==> config.mk <==
export PLATFORM = sky130hd
export DESIGN_NAME = hazard_control_unit_flat
export DESIGN_NICKNAME = d
export VERILOG_FILES = /design/src/rtl/riscv_pkg.sv /design/src/rtl/hazard_control_unit_if.sv /design/src/rtl/sat_counter.sv /design/src/rtl/hazard_control_unit.sv /design/src/flat_wrapper.sv
export SDC_FILE = /design/constraint.sdc
export NUM_CORES = 1
export LEC_CHECK = 0
export ABC_AREA = 1
export CAP_MARGIN = 20
export CELL_PAD_IN_SITES_DETAIL_PLACEMENT = 1
export CELL_PAD_IN_SITES_GLOBAL_PLACEMENT = 2
export CORE_AREA = 4 4 103 105
export CTS_CLUSTER_SIZE = 40
export DETAILED_ROUTE_END_ITERATION = 8
export DIE_AREA = 0 0 107 109
export HOLD_SLACK_MARGIN = 0.03
export PLACE_DENSITY = 0.9
export SYNTH_ARGS = -nofsm -noshare
export SYNTH_HDL_FRONTEND = slang
export SYNTH_SLANG_ARGS = --single-unit
==> constraint.sdc <==
create_clock -name clk_i -period 2 [get_ports clk_i]
set_input_delay 0.4 -clock clk_i [delete_from_list [all_inputs] [get_ports clk_i]]
set_output_delay 0.4 -clock clk_i [all_outputs]
set_load 0.05 [all_outputs]
### Routed metal, one color a layer, run 1

(4 px per um)
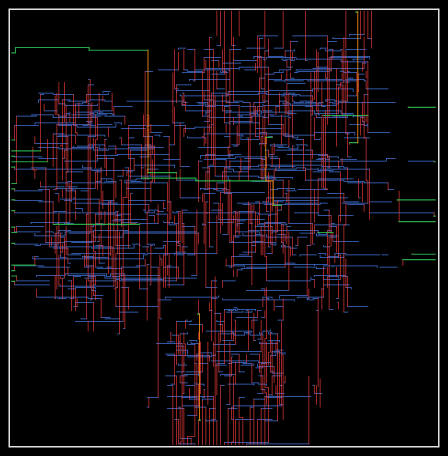
legend:
  met1:
    color: blue
    wire_length: 3360 um
  met3:
    color: green
    wire_length: 189 um
  met4:
    color: orange
    wire_length: 109 um
  met2:
    color: red
    wire_length: 3850 um
average wire per cell in the routed design: 13.3 um
global-route total usage across every layer: 0.136

### Routing congestion, run 1

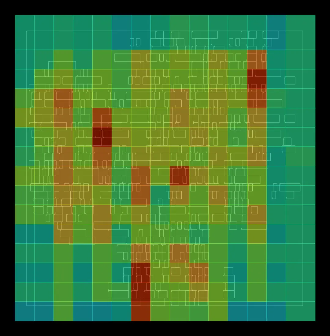
most congested layer reported by global routing: met2
Global Route met3 Usage: 0.0225

### Placement by cell class, run 1

(4 px per um) Fill, decap, tap and diode cells in gray.
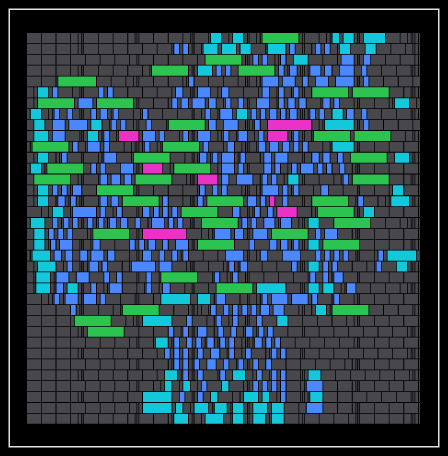
legend:
  all other logic:
    color: blue
    cells: 306
    share_of_their_area: 46%
  clock drivers and dummy loads:
    color: magenta
    cells: 8
    share_of_their_area: 3.9%
  other buffers and delay cells:
    color: cyan
    cells: 79
    share_of_their_area: 22%
  flip-flops:
    color: green
    cells: 39
    share_of_their_area: 29%
site row count: 36
utilization of the core after routing: 0.372
Core Area: 0.00964 sq mm
post-route design area: 0.00358 sq mm

==> README.md, run 1 <==
| Result | Reported | Unit |
|---|---|---|
| Required @ worst endpoint | 1.60 | ns |
| Fin worst setup slack | 0.0626 | ns |
| Period utilisation layout | 0.969 | - |
| Final Hold Viols | 0 | - |
| Initial detailed-routing violation count | 71 | - |
| Placed Cells incl. Taps | 555 | - |
| DR DRC count | 0 | - |
| Die span in y | 109 | um |
| Final Skew | 0.00674 | ns |
| Post-synthesis to final-layout area growth | 40.9 | % |
| Footprint of the flip-flops and latches | 977 | sq um |
| Tightest Pin Transition | 0.507 | ns |
| Most used cells in the layout excluding fill and tap cells | nand2_1 (119), dfrtp_1 (38), buf_4 (34), inv_1 (33), nand3_1 (32) | - |
| Max clock buf depth | 2 | - |
| Gate Area | 0.00135 | sq mm |
| Clock tree sinks | 39 | - |
| Static leakage power | 0.00187 | uW |
| Status | completed | - |
| Summed instance area of the synthesized netlist | 0.00254 | sq mm |
| Share of cells above drive strength 1 | 0.229 | - |
| Root buffer cell | clkbuf_8 | - |
| Min-delay worst type | input port to asynchronous set/reset pin | - |
| Number of buffers added on ports | 63 | - |
| Number of nets still failing antenna checks after routing | 0 | - |
| Largest net degree at the start of global routing | 21 | - |
| Instance area after placement | 0.00344 | sq mm |
| Post-synthesis cell count | 353 | - |
| H-tree level count | 2 | - |
| Post-layout nets | 458 | - |
| Warnings, synthesis | 0 | - |
| Routability-driven placement congestion ratio | 0.794 | - |
| Setup violation total in the final timing report | 0 | - |
| Global-route wire length before repair | 12.7 | mm |
| Avg Vias per Cell | 4.40 | - |
| Die extent in x | 107 | um |
| Largest incremental delay on the critical path | 0.83 | ns |
| Number of maximum-capacitance constraint violations | 0 | - |
| Routed via count | 2491 | - |
| Arrival time of data at the critical path endpoint | 1.54 | ns |
| Top cell family by delay on the critical path | buffers and inverters | - |
| Min Clock Period, post-route | 1.94 | ns |
| OpenROAD warning count | 27 | - |
| Total half-perimeter wirelength after legalization and detailed placement | 5.93 | mm |
| Avg Cell Area, Syn | 7.20 | sq um |
| Area of the chip | 0.0117 | sq mm |
| Yosys stat cell total | 353 | - |
| Detailed Routing Iterations Pass 1 | 4 | - |
| Top metal layer carrying routed signals | met4 | - |
| Final-report max-slew violation count | 0 | - |
| Number of buffers added by the clock tree synthesis step | 5 | - |
| Chip area line of the yosys report | 0.00254 | sq mm |
| Max VDD drop | 690 | uV |
| Setup TNS after final layout | 0 | ns |
| Total length of routed met2 wires | 3.85 | mm |
| Max-slew headroom at the worst pin | 0.661 | - |
| Critical path class | flop to primary output | - |
| FF+latch count, synth | 39 | - |
| Instance count on the critical path | 1 | - |
| Startpoint types | flop | - |
| Wire length on met3 | 189 | um |
| Power per cell area | 819 | mW/mm^2 |
| Peak clock frequency supported by timing | 516 | MHz |
| Initial cell density of the core | 0.264 | - |
| Depth of the worst register-to-register path | 12 | - |
| Vias in the first global route | 2660 | - |
| Synthesized Nets | 380 | - |
| Ports placed on the boundary | 64 | - |
| RSZ-0062 raised after global routing | no | - |
| Dominant logic cell type in the layout | nand2_1 | - |
| Maximum fanout encountered on the critical timing path | 5 | - |
| Worst path slowest cell | clkdlybuf4s50_1 | - |
| Register clock-pin slew on the reported worst setup and hold paths | 0.08 | ns |
| Post-Layout Cell Count | 566 | - |
| Number of antenna violations at the first check in global routing | 1 | - |
-- run 1: through the flow --
| stage | hold slack, ns | power, uW |
|---|---|---|
| floorplan | 0.104 | 1740 |
| global placement | 0.395 | 2140 |
| detailed placement | 0.403 | 2170 |
| CTS | 0.0797 | 2970 |
| global route | 0.0938 | 3090 |
| finish | 0.0653 | 2930 |
-- run 1: area by class of cell --
| type | count | share of cell area |
|---|---|---|
| flip-flops and latches | 39 | 0.273 |
| multi-input cells | 256 | 0.377 |
| well taps | 133 | 0.0464 |
| diodes | 1 | 0.000698 |
| clock inverters | 2 | 0.0168 |
| repair buffers | 79 | 0.209 |
| clock buffers | 6 | 0.0203 |
| inverters | 50 | 0.0566 |
-- run 1: Yosys cell counts, drive strengths merged --
cell	n	area, sq um
ha	4	50.1
a21oi	1	5.00
o22ai	2	12.5
o21ai	11	81.3
buf	8	62.6
nor3	14	86.3
nor2	30	130
nand3b	1	7.51
nand2	127	499
nand4	6	37.5
xnor2	7	61.3
inv	50	188
a22o	1	8.76
dfrtp	39	976
nand3	34	180
xor2	17	149
a22oi	1	7.51
-- run 1: power by group --
| part | switching [uW] | internal [uW] |
|---|---|---|
| Combinational | 728 | 370 |
| Clock | 298 | 499 |
| Sequential | 145 | 893 |
-- run 1: cell families after synthesis --
group / Yosys count / synth area share
AND-OR/OR-AND: 16 / 0.0453
buffers and inverters: 58 / 0.0984
AND/OR/NAND/NOR: 212 / 0.370
flip-flops: 39 / 0.384
adder cells (fa/ha/maj): 4 / 0.0197
XOR/XNOR: 24 / 0.0827
-- run 1: metal layers --
metal / up-vias / track usage
met5: - / 0
met4: 0 / 0.0356
met3: 9 / 0.0225
met2: 38 / 0.247
met1: 1191 / 0.167
li1: 1253 / -
-- run 1: what timing repair did --
action	CTS	global route
buffers inserted	2	0
hold endpoints to repair	0	0
resized	25	27
setup endpoints to repair	7	8
pin swaps	13	9
hold buffers	0	0
### Routed clock nets over the placement, run 1

(3 px per um)
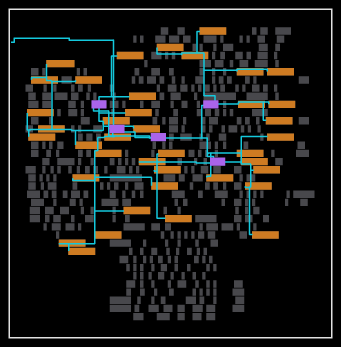

==> run 2: changes to the inputs <==
--- a/config.mk
+++ b/config.mk
@@ -5,16 +5,14 @@
 export SDC_FILE = /design/constraint.sdc
 export NUM_CORES = 1
 export LEC_CHECK = 0
-export ABC_AREA = 1
 export CAP_MARGIN = 20
 export CELL_PAD_IN_SITES_DETAIL_PLACEMENT = 1
 export CELL_PAD_IN_SITES_GLOBAL_PLACEMENT = 2
-export CORE_AREA = 4 4 103 105
-export CTS_CLUSTER_SIZE = 40
+export CORE_AREA = 4 4 92 94
 export DETAILED_ROUTE_END_ITERATION = 8
-export DIE_AREA = 0 0 107 109
+export DIE_AREA = 0 0 96 98
 export HOLD_SLACK_MARGIN = 0.03
-export PLACE_DENSITY = 0.9
+export PLACE_DENSITY_LB_ADDON = 0.1
 export SYNTH_ARGS = -nofsm -noshare
 export SYNTH_HDL_FRONTEND = slang
 export SYNTH_SLANG_ARGS = --single-unit
### Routed clock nets over the placement, run 2

(4 px per um)
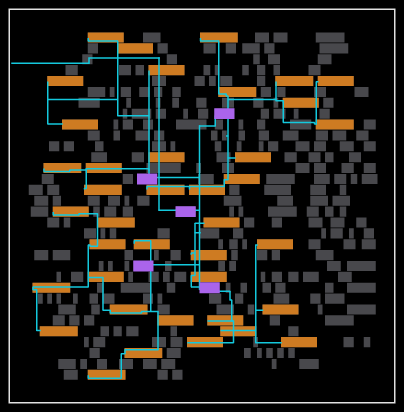
legend:
  flip-flops:
    color: orange
    count: 39
  cells driving clock nets:
    color: purple
    count: 5
  clock wires:
    color: cyan
    length: 652 um
routed clock nets: 6
clock network power: 606 uW
clock insertion delay at the later pin of the skew report: 0.29 ns
part of the total power dissipated in the clock network: 0.199

### Placement by cell class, run 2

(4 px per um) Fill, decap, tap and diode cells in gray.
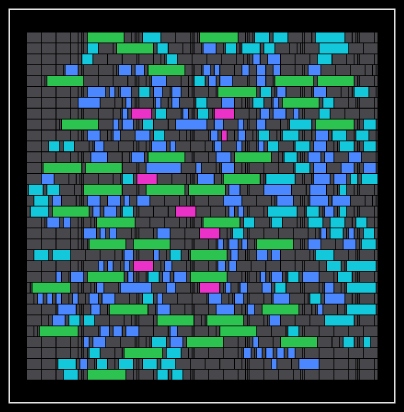
legend:
  flip-flops:
    color: green
    cells: 39
    share_of_their_area: 32%
  other buffers and delay cells:
    color: cyan
    cells: 92
    share_of_their_area: 28%
  clock drivers and dummy loads:
    color: magenta
    cells: 8
    share_of_their_area: 3.2%
  all other logic:
    color: blue
    cells: 160
    share_of_their_area: 37%
utilization of the core after routing: 0.425
site row count: 32
post-route design area: 0.00325 sq mm
register fraction of the total cell area: 0.305
Core Area: 0.00765 sq mm

==> run 2 against run 1 <==
Compared with the run above:
- the flow now finishes with violations (negative setup slack)
- combinational power up 19%
- maximum frequency shrank 3.8%
- sequential power up 8%
- final area down 9.2%
- first-iteration DRC count fell by 68%
- critical path type is now input port to primary output
- critical endpoint is now hz_pc_write_o
- largest cell class unchanged
==> README.md, run 2 <==
| Result | Reported | Unit | vs previous |
|---|---|---|---|
| Status | complete, but fails checks | - |  |
| Violated checks | negative setup slack | - |  |
| Fin worst setup slack | -0.0134 | ns | -0.0760 ns |
| Required @ worst endpoint | 1.60 | ns | about the same |
| Final Hold Viols | 0 | - | unchanged |
| Number of buffers added by the clock tree synthesis step | 5 | - | unchanged |
| WHS | 0.169 | ns | +0.104 ns |
| Startpoint types | input port | - |  |
| Static leakage power | 0.00150 | uW | -20% |
| Initial cell density of the core | 0.273 | - | +0.00882 |
| Detailed Routing Iterations Pass 1 | 4 | - | unchanged |
| Synthesized Nets | 232 | - | -39% |
| Share of cells above drive strength 1 | 0.328 | - | +0.0986 |
| Ports placed on the boundary | 64 | - | unchanged |
| Vias in the first global route | 2000 | - | -25% |
| Post-synth tally of flip-flops with integrated enable | 0 | - | unchanged |
| Arrival time of data at the critical path endpoint | 1.61 | ns | +0.07 ns |
| Dominant logic cell type in the layout | buf_4 | - |  |
| Instance area after placement | 0.00309 | sq mm | -10% |
| Max clock buf depth | 2 | - | unchanged |
| Clock tree sinks | 39 | - | unchanged |
| Post-Layout Cell Count | 401 | - | -29% |
| Maximum fanout encountered on the critical timing path | 3 | - | -2 |
| Leading post-synthesis cells by instance count | dfrtp_1 (39), nand2_1 (24), xnor2_1 (20) | - |  |
| FF+latch count, synth | 39 | - | unchanged |
| Setup violation total in the final timing report | 2 | - | +2 |
| Setup TNS after final layout | -0.0246 | ns | -0.0246 ns |
| Number of nets still failing antenna checks after routing | 0 | - | unchanged |
| Post-synthesis to final-layout area growth | 56.1 | % |  |
| Global-route wire length before repair | 10.1 | mm | -20% |
| DR DRC count | 0 | - | unchanged |
| Min Clock Period, post-route | 2.01 | ns | +0.0760 ns |
| Max-slew headroom at the worst pin | 0.653 | - | -0.00798 |
| Min-delay worst type | input port to asynchronous set/reset pin | - |  |
| Most used cells in the layout excluding fill and tap cells | buf_4 (42), dfrtp_1 (26), nand2_1 (24), xnor2_1 (20), clkdlybuf4s50_1 (18) | - |  |
| Initial detailed-routing violation count | 23 | - | -68% |
| Total half-perimeter wirelength after legalization and detailed placement | 4.45 | mm | -25% |
| Die extent in x | 96 | um | -10% |
| Peak clock frequency supported by timing | 497 | MHz | -3.8% |
| Number of buffers added on ports | 63 | - | unchanged |
| Number of maximum-capacitance constraint violations | 0 | - | unchanged |
| Critical path class | input port to primary output | - |  |
| Post-synth top area cell | dfrtp_1 | - |  |
| Commonest register cell after synthesis | dfrtp_1 | - |  |
| Die span in y | 98 | um | -10% |
| Summed instance area of the synthesized netlist | 0.00208 | sq mm | -18% |
| Fraction of synthesized cell area taken by the top area cell type | 0.468 | - | +0.0843 |
### Routed metal, one color a layer, run 2

(4 px per um)
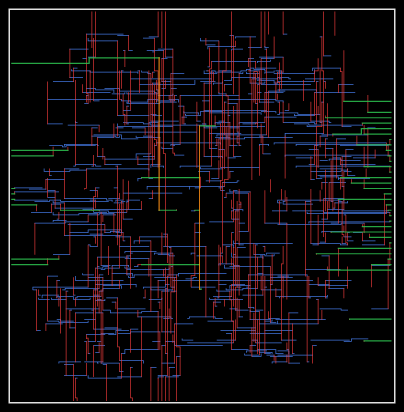
legend:
  met3:
    color: green
    wire_length: 365 um
  met2:
    color: red
    wire_length: 2740 um
  met4:
    color: orange
    wire_length: 78.9 um
  met1:
    color: blue
    wire_length: 2660 um
total wire length after detailed routing: 5.84 mm
average wire per cell in the routed design: 14.6 um
routed via count: 1835
global-route total usage across every layer: 0.135

[run 2: repair_timing]
| action | 4_1_cts | 5_1_grt |
|---|---|---|
| resized | 43 | 16 |
| hold buffers | 0 | 0 |
| buffers inserted | 2 | 0 |
| pin swaps | 14 | 5 |
| setup endpoints to repair | 18 | 17 |
[run 2: layout make-up]
class / instances / area [sq um]
clock buffers: 8 / 100
repair buffers: 92 / 890
inverters: 5 / 22.5
fillers: 877 / 4390
well taps: 102 / 128
flip-flops and latches: 39 / 992
multi-input cells: 155 / 1120
[run 2: cell families after synthesis]
group | count (synthesis) | share of synthesized area
adder cells (fa/ha/maj) | 4 | 0.0240
AND/OR/NAND/NOR | 93 | 0.238
multiplexers | 3 | 0.0180
AND-OR/OR-AND | 19 | 0.0708
buffers and inverters | 11 | 0.0294
flip-flops | 39 | 0.468
XOR/XNOR | 36 | 0.151
[run 2: critical path, cell delays in order]
cell and delay [ns]:
buf_8 0.10, or4_4 0.53, nor2_4 0.09, nor3b_2 0.06, a21boi_4 0.17, buf_12 0.13
buf_12 0.13
[run 2: per-layer routing]
| metal | routed length (um) | GRT usage | vias to the layer above |
|---|---|---|---|
| met1 | 2660 | 0.180 | 877 |
| met3 | 364 | 0.0370 | 7 |
| met5 | 0 | 0 | - |
| met4 | 78 | 0.0394 | 0 |
| met2 | 2740 | 0.213 | 49 |
| li1 | - | - | 902 |
[run 2: stage by stage]
stage | total power (uW) | worst slack (ns)
6_report | 3040 | -0.0134
5_1_grt | 3230 | -0.0524
4_1_cts | 3080 | -0.0383
3_5_place_dp | 2460 | -0.501
3_3_place_gp | 2460 | -0.488
2_1_floorplan | 1930 | -0.376
[run 2: power by group]
part	leakage [uW]	total, uW	switching [uW]	internal, uW
registers	0.000494	1120	171	946
logic	0.000951	1310	817	498
clock network	0.0000515	606	290	315
total	0.00150	3040	1280	1760
Power and IR drop assume default switching activity.
